## src/rtl/uart_fifo_device.sv

```systemverilog
// uart_fifo_device: FIFO-buffered UART with 8-bit register bus, programmable frame format and maskable interrupts.
module uart_fifo_device_fifo #(
  parameter int DEPTH = 16
) (
  input  logic       clk,
  input  logic       rst,
  input  logic       flush,
  input  logic       push,
  input  logic       pop,
  input  logic [7:0] din,
  output logic [7:0] dout,
  output logic [7:0] level,
  output logic       full,
  output logic       empty
);
  localparam int AW = $clog2(DEPTH);
  logic [7:0] mem [DEPTH];
  logic [AW-1:0] wp, rp;
  logic [AW:0] cnt;
  logic do_push, do_pop;
  assign full = cnt == (AW+1)'(DEPTH);
  assign empty = cnt == '0;
  assign do_push = push & (~full | pop);
  assign do_pop = pop & ~empty;
  assign dout = mem[rp];
  assign level = 8'(cnt);
  always_ff @(posedge clk)
    if (do_push) mem[wp] <= din;
  always_ff @(posedge clk)
    if (rst | flush) begin
      wp <= '0;
      rp <= '0;
      cnt <= '0;
    end else begin
      wp <= wp + AW'(do_push);
      rp <= rp + AW'(do_pop);
      cnt <= cnt + (AW+1)'(do_push) - (AW+1)'(do_pop);
    end
endmodule

module uart_fifo_device #(
  parameter int DATA_BITS = 8,
  parameter int FIFO_DEPTH = 16
) (
  input  logic       clk,
  input  logic       rst,
  input  logic       ce,
  input  logic       we,
  input  logic [2:0] adr,
  input  logic [7:0] dat_i,
  output logic [7:0] dat_o,
  input  logic       rx,
  output logic       tx,
  output logic       inter
);
  typedef enum logic [2:0] {IDLE, START, DATA, PARITY, STOP} state_t;
  localparam logic [2:0] LAST = 3'(DATA_BITS - 1);
  localparam logic [7:0] MASK = 8'((1 << DATA_BITS) - 1);
  logic [6:0] ctrl;
  logic [15:0] div, bcnt;
  logic [7:0] thr, rx_head, tx_head, rx_lvl, tx_lvl, status;
  logic fe, pe_f, ovr, txo, fe_set, pe_set, ovr_set;
  logic tick, flush, wr_tx, wr_st, rd_rx;
  logic rx_full, rx_empty, tx_full, tx_empty, rx_push, tx_pop;
  state_t ts, ts_n, rs, rs_n;
  logic [3:0] tc, tc_n, rc, rc_n;
  logic [2:0] ti, ti_n, ri, ri_n;
  logic [7:0] tw, tw_n, rw, rw_n;
  logic tx_n, rp, rp_n, s1, s2;
  assign wr_tx = ce & we & (adr == 3'd0);
  assign wr_st = ce & we & (adr == 3'd1);
  assign flush = ce & we & (adr == 3'd2) & dat_i[7];
  assign rd_rx = ce & ~we & (adr == 3'd0);
  assign tick = bcnt == '0;
  assign status = {txo, rx_lvl >= thr, tx_empty & (ts == IDLE), tx_full, ovr, pe_f, fe, ~rx_empty};
  uart_fifo_device_fifo #(.DEPTH(FIFO_DEPTH)) rx_fifo (
    .clk(clk), .rst(rst), .flush(flush), .push(rx_push), .pop(rd_rx), .din(rw),
    .dout(rx_head), .level(rx_lvl), .full(rx_full), .empty(rx_empty)
  );
  uart_fifo_device_fifo #(.DEPTH(FIFO_DEPTH)) tx_fifo (
    .clk(clk), .rst(rst), .flush(flush), .push(wr_tx), .pop(tx_pop), .din(dat_i),
    .dout(tx_head), .level(tx_lvl), .full(tx_full), .empty(tx_empty)
  );
  always_comb
    case (adr)
      3'd0: dat_o = rx_empty ? 8'h00 : rx_head;
      3'd1: dat_o = status;
      3'd2: dat_o = {1'b0, ctrl};
      3'd3: dat_o = div[7:0];
      3'd4: dat_o = div[15:8];
      3'd5: dat_o = rx_lvl;
      3'd6: dat_o = tx_lvl;
      default: dat_o = thr;
    endcase
  always_ff @(posedge clk)
    if (rst) begin
      ctrl <= '0;
      div <= '0;
      thr <= 8'd1;
    end else if (ce & we) begin
      if (adr == 3'd2) ctrl <= dat_i[6:0];
      if (adr == 3'd3) div[7:0] <= dat_i;
      if (adr == 3'd4) div[15:8] <= dat_i;
      if (adr == 3'd7) thr <= (dat_i == 8'd0) ? 8'd1 : dat_i;
    end
  // Sticky flags: a hardware set in the same cycle as a W1C clear wins.
  always_ff @(posedge clk)
    if (rst) begin
      fe <= 1'b0;
      pe_f <= 1'b0;
      ovr <= 1'b0;
      txo <= 1'b0;
      inter <= 1'b0;
      bcnt <= '0;
    end else begin
      fe <= fe_set | (fe & ~(wr_st & dat_i[1]));
      pe_f <= pe_set | (pe_f & ~(wr_st & dat_i[2]));
      ovr <= ovr_set | (ovr & ~(wr_st & dat_i[3]));
      txo <= (wr_tx & tx_full & ~tx_pop) | (txo & ~(wr_st & dat_i[7]));
      inter <= (ctrl[0] & status[6]) | (ctrl[1] & status[5]) | (ctrl[2] & (fe | pe_f | ovr | txo));
      bcnt <= tick ? div : bcnt - 16'd1;
    end
  always_comb begin
    ts_n = ts;
    tc_n = tc;
    ti_n = ti;
    tw_n = tw;
    tx_pop = 1'b0;
    if (tick) begin
      tc_n = tc + 4'd1;
      case (ts)
        START: if (tc == 4'd7) begin ts_n = DATA; tc_n = '0; ti_n = '0; end
        DATA: if (tc == 4'd7) begin
          tc_n = '0;
          ti_n = ti + 3'd1;
          if (ti == LAST) ts_n = ctrl[3] ? PARITY : STOP;
        end
        PARITY: if (tc == 4'd7) begin ts_n = STOP; tc_n = '0; end
        STOP: if (tc == (ctrl[5] ? 4'd15 : 4'd7)) ts_n = IDLE;
        default: ;
      endcase
      // Popping here also covers the tick that ends STOP, giving back-to-back frames.
      if (ts_n == IDLE && ~tx_empty) begin
        tx_pop = 1'b1;
        tw_n = tx_head & MASK;
        ts_n = START;
        tc_n = '0;
      end
    end
    tx_n = (ts_n == START) ? 1'b0 : (ts_n == DATA) ? tw_n[ti_n] : (ts_n == PARITY) ? (^tw_n) ^ ~ctrl[4] : 1'b1;
  end
  always_comb begin
    rs_n = rs;
    rc_n = rc;
    ri_n = ri;
    rw_n = rw;
    rp_n = rp;
    rx_push = 1'b0;
    fe_set = 1'b0;
    pe_set = 1'b0;
    ovr_set = 1'b0;
    if (tick) begin
      rc_n = rc + 4'd1;
      case (rs)
        IDLE: if (~s2) begin rs_n = START; rc_n = '0; end
        START: if (rc == 4'd3) begin rs_n = s2 ? IDLE : DATA; rc_n = '0; ri_n = '0; rw_n = '0; end
        DATA: if (rc == 4'd7) begin
          rc_n = '0;
          rw_n[ri] = s2;
          ri_n = ri + 3'd1;
          if (ri == LAST) rs_n = ctrl[3] ? PARITY : STOP;
        end
        PARITY: if (rc == 4'd7) begin rs_n = STOP; rc_n = '0; rp_n = s2; end
        STOP: if (rc == 4'd7) begin
          rs_n = IDLE;
          rx_push = 1'b1;
          ovr_set = rx_full & ~rd_rx;
          fe_set = ~s2;
          pe_set = ctrl[3] & (rp != ((^rw) ^ ~ctrl[4]));
        end
        default: rs_n = IDLE;
      endcase
    end
  end
  always_ff @(posedge clk)
    if (rst) begin
      ts <= IDLE;
      tc <= '0;
      ti <= '0;
      tw <= '0;
      tx <= 1'b1;
      rs <= IDLE;
      rc <= '0;
      ri <= '0;
      rw <= '0;
      rp <= 1'b0;
      s1 <= 1'b1;
      s2 <= 1'b1;
    end else begin
      ts <= ts_n;
      tc <= tc_n;
      ti <= ti_n;
      tw <= tw_n;
      tx <= tx_n;
      rs <= rs_n;
      rc <= rc_n;
      ri <= ri_n;
      rw <= rw_n;
      rp <= rp_n;
      s1 <= ctrl[6] ? tx : rx;
      s2 <= s1;
    end
endmodule

```

## config.mk

```make
export PLATFORM = sky130hd
export DESIGN_NAME = uart_fifo_device
export DESIGN_NICKNAME = d
export VERILOG_FILES = /design/src/rtl/uart_fifo_device.sv
export SDC_FILE = /design/constraint.sdc
export NUM_CORES = 1
export LEC_CHECK = 0
export ABC_CLOCK_PERIOD_IN_PS = 7200
export CORE_MARGIN = 2
export CORE_UTILIZATION = 50
export DETAILED_ROUTE_END_ITERATION = 7
export PLACE_DENSITY_LB_ADDON = 0.3
export RECOVER_POWER = 25
export SYNTH_ARGS = -nofsm -noshare
export SYNTH_HDL_FRONTEND = slang
export SYNTH_SLANG_ARGS = --single-unit
```

## constraint.sdc

```tcl
create_clock -name clk -period 7.2 [get_ports clk]
set_input_delay 1.44 -clock clk [delete_from_list [all_inputs] [get_ports clk]]
set_output_delay 1.44 -clock clk [all_outputs]
set_load 0.005 [all_outputs]
```

**Metal layers overlaid**

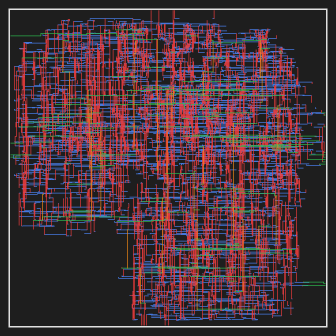
met4: shown in orange, wire length 908 um. met1: shown in blue, wire length 15,200 um. met2: shown in red, wire length 17,000 um. met3: shown in green, wire length 2,110 um.
Routed WL: 35.2 mm
routed via count: 9,848
Avg WL per Cell: 21.2 um

**Clock wires, drivers and flops**

Bar = 50 um.
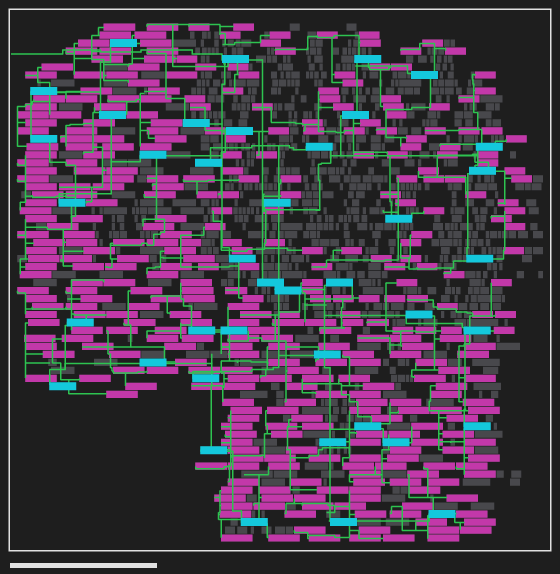
cells driving clock nets: shown in cyan, count 40. clock wires: shown in green, length 4,220 um. flip-flops: shown in magenta, count 374.
There are 41 routed clock nets.
post-route clock skew: 0.0239 ns
clk latency late pin: 0.53 ns
clock power share: 38.0%
clk pwr: 1.94 mW

==> impl_metrics.tcl <==
# flow metrics
set metrics [dict create \
    run_status "finished, final reports clean" \
    p_sw_share_pct 25.5 \
    fillCellCount 2501 \
    layout_min_cycle_time_ns 5.58 \
    route.detailed.drc 0 \
    crit_type "in -> out" \
    netSwitchingPower_mw 1.30 \
    routed.top_layer "met4" \
    p_comb_share_pct 14.4 \
    totalNegativeSetupSlack_ns 0 \
    synthFlopType "edfxtp_1" \
    taps 402 \
    numCtsBuffers 40 \
    synth_flop_count 374 \
    io_pins 26 \
    layout.nets 1284 \
    period_used_pct 77.5 \
    comb_area_share_pct 31.9 \
    drtPass1Iterations 5 \
    async_flop_share_pct 0 \
    logic_area_sq_um 5770 \
    drv_slew 0 \
    buf_share_pct 2.37 \
    grt_max_degree 94 \
    clock_area_share_pct 6.85 \
    clkTransAtPathRegs_ns 0.05 \
    hold_end "s2$_SDFF_PP1_" \
    port_buffers 25 \
    topCombFamilyByArea "multiplexers" \
    edf_count 256 \
    cp_common_cell "clkdlybuf4s50_1" \
    path_buffers 3 \
    n_all_buffers 51 \
    reg_top3 "rx_fifo.mem x128, tx_fifo.mem x128" \
    cp_cell_sequence "clkdlybuf4s50_1 > buf_4 > or3_1 > nor2_1 > a221o_1 > o21ai_0 > a21oi_1 > clkdlybuf4s50_1" \
    syn_area_sq_um 16200 \
    power.density_nw_per_um2 282 \
    cp_num_cells 8 \
    yosys_area_sq_um 16200 \
    route.met2.wl_mm 17.0 \
    critical-path-top-delay-family "buffers and inverters" \
    hold_buffers 0 \
    r2r_cells 9 \
    reg2reg_slack_ns 2.78 \
    final_common_cell "edfxtp_1" \
    synth_adder_area_share_pct 2.80 \
    diodes 0 \
    max_slew_margin_pct 14.6 \
    seq-cell-share_pct 55.5 \
    ctsLongestPathBuffers 3 \
    hold_path_startpoint "s1$_SDFF_PP1_" \
    n_clock_buffer 46 \
    ctsHtreeMaxLevel 2 \
    ys_sh_simple_pct 11.6 \
    synth_cells 1202 \
    placementRows 65 \
    seq_cell_power_mw 2.43 \
    grt_overflow 0 \
    fp_util_pct 51.1 \
    cts_sinks 374 \
    end_kind "primary output" \
    crit_arrival_ns 4.14 \
    met3_length_mm 2.11 \
    final_area_sq_um 18100 \
    power.total_mw 5.11 \
    dp.cells 1593 \
    core_sq_um 31700 \
    ir_worst_vdd_uv 208 \
    hold_path_class "reg -> reg" \
    hold_ws_ns 0.412 \
    worst_setup_path_start_kind "input port" \
    setup_viol_count_final 0 \
    die-area_sq_um 33900 \
    yosysCellCount 1202 \
    endpoint "dat_o[6]" \
    cts_root_buf "clkbuf_16" \
    min_path_cells 1 \
    ant_nets 0 \
    p_int_mw 3.80 \
    rsz0062_at_grt "no" \
    post_synth_ao_oa_area_fraction_pct 6.28 \
    die_h_um 184 \
    fin_cells 1661 \
    antenna_found_initial 0 \
    nNonClkInverters 29 \
    syn_avg_cell_area_sq_um 13.5 \
    placed_area_sq_um 16900 \
    mux_share_pct 12.6 \
    ys_seq_share_pct 62.0 \
    slowest_stage "clkdlybuf4s50_1" \
    p_leak_nw 6.00 \
    tritoncts "built" \
    nMultiInputCombCells 737 \
]
**Met3 routing**

Bar = 50 um. Cells faint in the background.
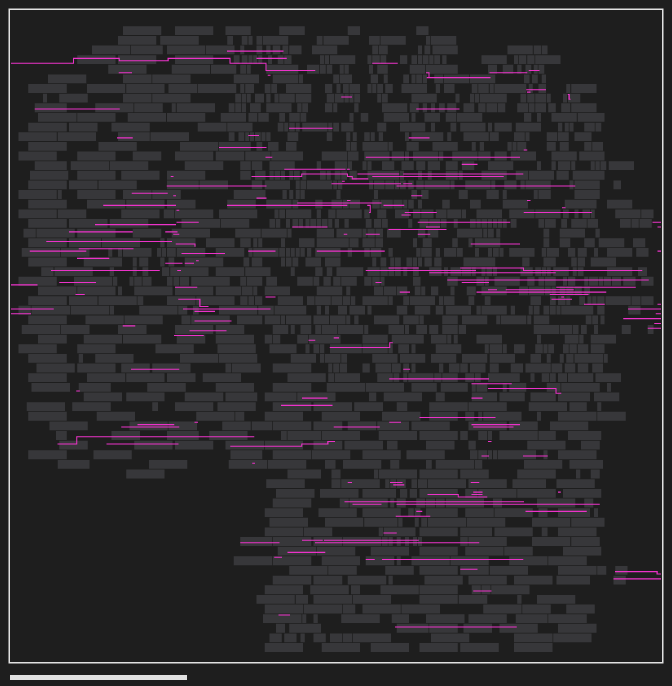
The layer holds 6.0% of the routed length. The longest straight run is 57.0 um. The layer carries 2,110 um of wire. The wires run mostly horizontal. 107 nets have wire on it.
met3 usage: 3.63%

**Routing congestion map**

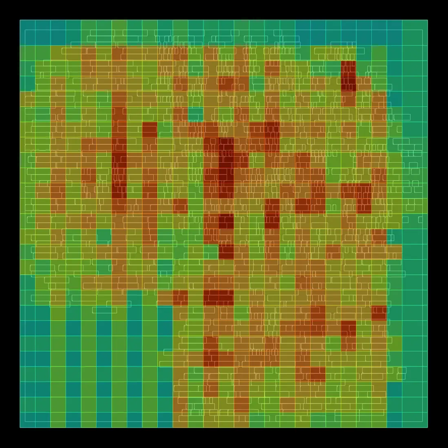
GRT busiest layer: met2
Total Routing Usage GR: 21.4%
routing usage on met1: 29.6%
Post-Route Utilization: 57.1%
routing usage on met2: 35.2%

-- synth_stat cells, types with 8 or more instances --
cell / count / share of area, %
edfxtp_1: 256 / 47
nor2_1: 145 / 3.4
dfxtp_1: 118 / 15
nand2_1: 95 / 2.2
a21oi_1: 70 / 2.2
mux4_2: 63 / 8.8
clkbuf_1: 46 / 1.1
ha_1: 33 / 2.5
inv_1: 29 / 0.67
nor3_1: 28 / 0.87
xnor2_1: 28 / 1.5
o21ai_0: 27 / 0.83
mux2i_1: 25 / 1.5
a22oi_1: 17 / 0.79
nand3_1: 16 / 0.49
nor2b_1: 16 / 0.62
and2_1: 14 / 0.54
xor2_1: 14 / 0.76
a211oi_1: 13 / 0.60
nand2b_1: 13 / 0.50
mux4_1: 9 / 1.5
nand4_1: 8 / 0.31
Power and IR drop assume default switching activity.
